Fig. 1: placement density heat map
Scale: 4 px per um. The die is cut into 6 by 8 equal tiles; black is low, pale yellow is high, 0 to 100% covered.
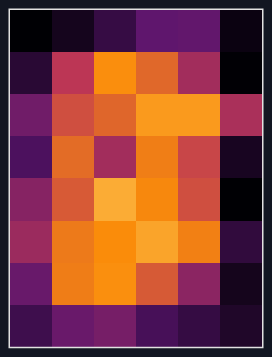
Fig. 2: floorplan with the power grid
Scale: 4 px per um. Pins as bars on the die edge.
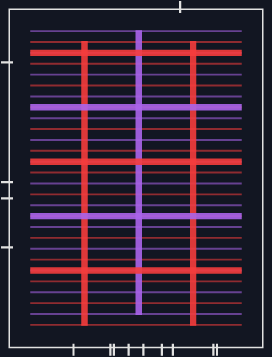
Fig. 3: M2 wires
Scale: 4 px per um.
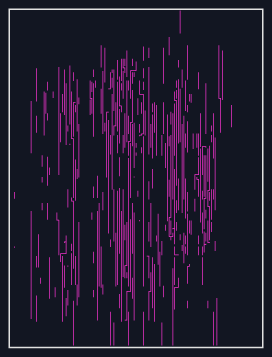
Fig. 4: sequential cells coloured by netlist name
Scale: 4 px per um. Other sequential cells in the stronger grey, the rest of the logic in the fainter grey.
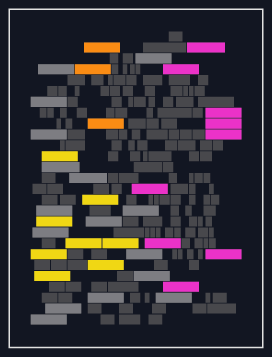
Fig. 5: clock routing
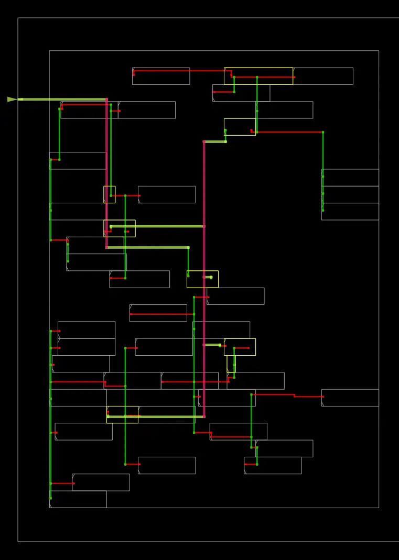
**config.mk**
```make
export PLATFORM = sky130hd
export DESIGN_NAME = uart_rx_byte
export DESIGN_NICKNAME = d
export VERILOG_FILES = /design/src/rtl/uart_rx_byte.sv
export SDC_FILE = /design/constraint.sdc
export NUM_CORES = 1
export LEC_CHECK = 0
export CAP_MARGIN = 20
export CORE_ASPECT_RATIO = 1.4
export CORE_MARGIN = 5
export CORE_UTILIZATION = 45
export DETAILED_ROUTE_END_ITERATION = 12
export PLACE_DENSITY_LB_ADDON = 0.12
export REMOVE_ABC_BUFFERS = 1
export SYNTH_ARGS = -nofsm -noshare
export SYNTH_HDL_FRONTEND = slang
export SYNTH_SLANG_ARGS = --single-unit
```
**constraint.sdc**
```tcl
create_clock -name clk -period 1.7 [get_ports clk]
set_input_delay 0.34 -clock clk [delete_from_list [all_inputs] [get_ports clk]]
set_output_delay 0.34 -clock clk [all_outputs]
set_load 0.02 [all_outputs]
```
**src/rtl/uart_rx_byte.sv**
```systemverilog
`timescale 1ns/1ps
// uart_rx_byte: 8-N-1 UART receiver, oversampled by the system clock.
// Ports:
//   clk        - system clock, rising edge
//   rst        - asynchronous active-high reset
//   rx_in      - raw UART line (idle high), asynchronous to clk
//   data       - last good byte, held until the next good byte
//   data_valid - one-cycle pulse when data has just been updated
//   frame_err  - one-cycle pulse when the stop bit is sampled low
//   busy       - high while a frame (or a break) is in progress
module uart_rx_byte #(
  parameter int unsigned CLK_FREQ = 50_000_000,
  parameter int unsigned BAUD     = 115200,
  parameter int unsigned CPB      = CLK_FREQ / BAUD,
  parameter int unsigned HALF     = CPB / 2
) (
  input  logic       clk,
  input  logic       rst,
  input  logic       rx_in,
  output logic [7:0] data,
  output logic       data_valid,
  output logic       frame_err,
  output logic       busy
);

  localparam int unsigned CNT_W = (CPB > 1) ? $clog2(CPB) : 1;
  localparam logic [CNT_W-1:0] CNT_LAST = CNT_W'(CPB - 1);
  localparam logic [CNT_W-1:0] CNT_MID  = CNT_W'(HALF - 1);

  typedef enum logic [2:0] {
    S_WAIT_HIGH,
    S_IDLE,
    S_START,
    S_DATA,
    S_STOP,
    S_BREAK
  } state_t;

  state_t           state, state_n;
  logic [CNT_W-1:0] cnt, cnt_n;
  logic [2:0]       bitn, bitn_n;
  logic [7:0]       sh, sh_n;
  logic [7:0]       data_n;
  logic             data_valid_n, frame_err_n, busy_n;
  logic             rx_m, rx_s;

  // Two-flop synchronizer; resets to the idle (high) line level.
  always_ff @(posedge clk or posedge rst) begin
    if (rst) begin
      rx_m <= 1'b1;
      rx_s <= 1'b1;
    end else begin
      rx_m <= rx_in;
      rx_s <= rx_m;
    end
  end

  // State, datapath and output registers.
  always_ff @(posedge clk or posedge rst) begin
    if (rst) begin
      state      <= S_WAIT_HIGH;
      cnt        <= '0;
      bitn       <= '0;
      sh         <= '0;
      data       <= '0;
      data_valid <= 1'b0;
      frame_err  <= 1'b0;
      busy       <= 1'b0;
    end else begin
      state      <= state_n;
      cnt        <= cnt_n;
      bitn       <= bitn_n;
      sh         <= sh_n;
      data       <= data_n;
      data_valid <= data_valid_n;
      frame_err  <= frame_err_n;
      busy       <= busy_n;
    end
  end

  // Next-state and next-output logic.
  always_comb begin
    state_n      = state;
    cnt_n        = cnt;
    bitn_n       = bitn;
    sh_n         = sh;
    data_n       = data;
    data_valid_n = 1'b0;
    frame_err_n  = 1'b0;

    case (state)
      // A line held low at reset release must not be mistaken for a start bit.
      S_WAIT_HIGH: begin
        if (rx_s) state_n = S_IDLE;
      end

      S_IDLE: begin
        if (!rx_s) begin
          state_n = S_START;
          cnt_n   = '0;
        end
      end

      // Re-check the line at the start-bit centre to reject glitches.
      S_START: begin
        if (cnt == CNT_MID) begin
          cnt_n = '0;
          if (!rx_s) begin
            state_n = S_DATA;
            bitn_n  = '0;
          end else begin
            state_n = S_IDLE;
          end
        end else begin
          cnt_n = cnt + CNT_W'(1);
        end
      end

      // LSB first: new bit enters at the top and the register shifts right.
      S_DATA: begin
        if (cnt == CNT_LAST) begin
          cnt_n = '0;
          sh_n  = {rx_s, sh[7:1]};
          if (bitn == 3'd7) begin
            state_n = S_STOP;
          end else begin
            bitn_n = bitn + 3'd1;
          end
        end else begin
          cnt_n = cnt + CNT_W'(1);
        end
      end

      // Leaving at the stop-bit centre lets a back-to-back start bit be seen.
      S_STOP: begin
        if (cnt == CNT_LAST) begin
          cnt_n = '0;
          if (rx_s) begin
            data_n       = sh;
            data_valid_n = 1'b1;
            state_n      = S_IDLE;
          end else begin
            frame_err_n = 1'b1;
            state_n     = S_BREAK;
          end
        end else begin
          cnt_n = cnt + CNT_W'(1);
        end
      end

      S_BREAK: begin
        if (rx_s) state_n = S_IDLE;
      end

      default: begin
        state_n = S_WAIT_HIGH;
        cnt_n   = '0;
      end
    endcase

    // Registered from the next state so busy drops with the result pulse.
    busy_n = (state_n == S_START) || (state_n == S_DATA) ||
             (state_n == S_STOP)  || (state_n == S_BREAK);
  end

endmodule

```
==> impl_metrics.tcl <==
# metrics dict for downstream scripts
set metrics [dict create \
    intPower_mw 1.70 \
    power_frac_seq 0.420 \
    wl_per_cell_um 15.8 \
    drv_slew 0 \
    grt_antenna_before_repair 0 \
    slowest_stage "dfrtp_1" \
    endpoint_kind "register" \
    required_ns 1.88 \
    regArea_um2 905 \
    yosys_warnings 0 \
    yosysCellCount 152 \
    nFillCells 339 \
    crit_path_start_kind "register" \
    peakVddDrop_uv 777 \
    io_pins 14 \
    worst_pin_slew_ns 0.324 \
    num_rows 27 \
    logic_area_um2 847 \
    outcome "finished, final reports clean" \
    path_max_fanout 5 \
    grt_use_total 0.145 \
    dp_cells 219 \
    worstSetupPathType "reg2reg" \
    grt-ovfl-total 0 \
    ant_nets 0 \
    final_cells 231 \
    r2r_cells 6 \
    nets 195 \
]
About Fig. 1:
13% of the tiles are over 75% full. The densest ninth of the die: middle. The mean over all tiles is 42%. The fullest tile reaches 82%. 6.2% of the tiles are nearly empty.

About Fig. 2:
Red shows VSS. Purple shows VDD.
28 met1 rails follow the rows. 14 signal pins sit on the boundary. 5 straps on met5.

About Fig. 3:
The wires run mostly vertical. The layer holds 56% of the routed length. 169 nets have wire on it.

About Fig. 4:
Yellow shows `sh`, sequential cells 8. Magenta shows `cnt`, sequential cells 9. Orange shows `state`, sequential cells 3.

About Fig. 5:
registers: 36
insertion delay at the late pin of the worst-skew pair: 0.29 ns
TritonCTS Sinks: 36

-- registers in the layout (all words and copies together) (netlist names) --
signal / flops
rx_s: 1
sh: 8
busy: 1
cnt: 9
data_valid: 1
data: 8
bitn: 3
frame_err: 1
state: 3
rx_m: 1
-- area by class of cell --
class                   count  share of cell area
inverters                  10              0.0166
multi-input cells         101               0.375
flip-flops and latches     36               0.401
repair buffers             33               0.135
clock inverters             2              0.0155
clock buffers               6              0.0322
well taps                  43              0.0238
-- power groups by stage --
| stage | logic (mW) | clock network (mW) | registers (mW) |
|---|---|---|---|
| 2_1_floorplan | 0.326 | 0 | 1.02 |
| 3_3_place_gp | 0.588 | 0 | 0.990 |
| 3_5_place_dp | 0.594 | 0 | 0.997 |
| 4_1_cts | 0.620 | 0.756 | 0.980 |
| 5_1_grt | 0.717 | 0.788 | 0.996 |
| 6_report | 0.639 | 0.730 | 0.990 |
-- routing by layer --
layer  global-route usage  vias up  part of all wire
met3               0.0348        9             0.025
met2                0.255       17              0.56
met5                    0        -                 0
met1                0.156      623              0.39
met4               0.0792        0             0.026
li1                     -      620                 -
-- cells by family after synthesis --
logic type,after synthesis
AND/OR/NAND/NOR,45
multiplexers,17
buffers and inverters,16
flip-flops,36
adder cells (fa/ha/maj),5
XOR/XNOR,1
AND-OR/OR-AND,32
-- metrics by stage --
step                      instance area (um2)  TNS (ns)  power (mW)  setup WS, ns
after floorplan                          1740    -0.336        1.35        -0.168
final                                    2260         0        2.36        0.0141
after detailed placement                 2080   -0.0209        1.59       -0.0184
after CTS                                2210         0        2.36        0.0118
after global placement                   2080         0        1.58       0.00389
after global routing                     2260    -0.236        2.50       -0.0542
-- final timing paths --
kind | slack [ns] | startpoint | end
worst max-delay path | 0.01 | cnt[1]$_DFFE_PP0P_ | data[0]$_DFFE_PP0P_
worst min-delay path | 0.36 | rx_m$_DFF_PP1_ | rx_s$_DFF_PP1_
worst max register to register | 0.01 | cnt[1]$_DFFE_PP0P_ | data[0]$_DFFE_PP0P_
worst min register to register | 0.36 | rx_m$_DFF_PP1_ | rx_s$_DFF_PP1_
max in group asynchronous | 1.05 | rst | rx_s$_DFF_PP1_
min in group asynchronous | 0.39 | rst | data_valid$_DFF_PP0_
-- cell usage in the layout, fill, tap and decap left out, drive strengths merged, types with 4 or more instances in the layout --
master         Yosys  routed
inv               10      10
o21ai              6       6
nor3               4       4
nand4              3       4
dfrtp             34      34
o22ai              4       4
nor2b              5       5
mux2              17      17
clkbuf             1       6
ha                 5       5
buf                5      20
a22o               4       4
nand2             13      13
clkdlybuf4s50      0      13
nand3              4       4
-- critical path: cells and delay by family (launching register included) --
family,cells,cell delay (ns)
adder cells (fa/ha/maj),1,0.12
buffers and inverters,1,0.08
flip-flops,1,0.39
multiplexers,1,0.34
AND/OR/NAND/NOR,3,0.65
-- timing repair --
| item | in CTS | in global routing |
|---|---|---|
| setup buffers | 2 | 1 |
| hold endpoints to repair | 0 | 0 |
| setup endpoints to repair | 3 | 9 |
| gates resized | 0 | 8 |
| pin swaps | 0 | 1 |
| cloned | 1 | 0 |
| hold buffers | 0 | 0 |
Power and IR drop assume default switching activity.
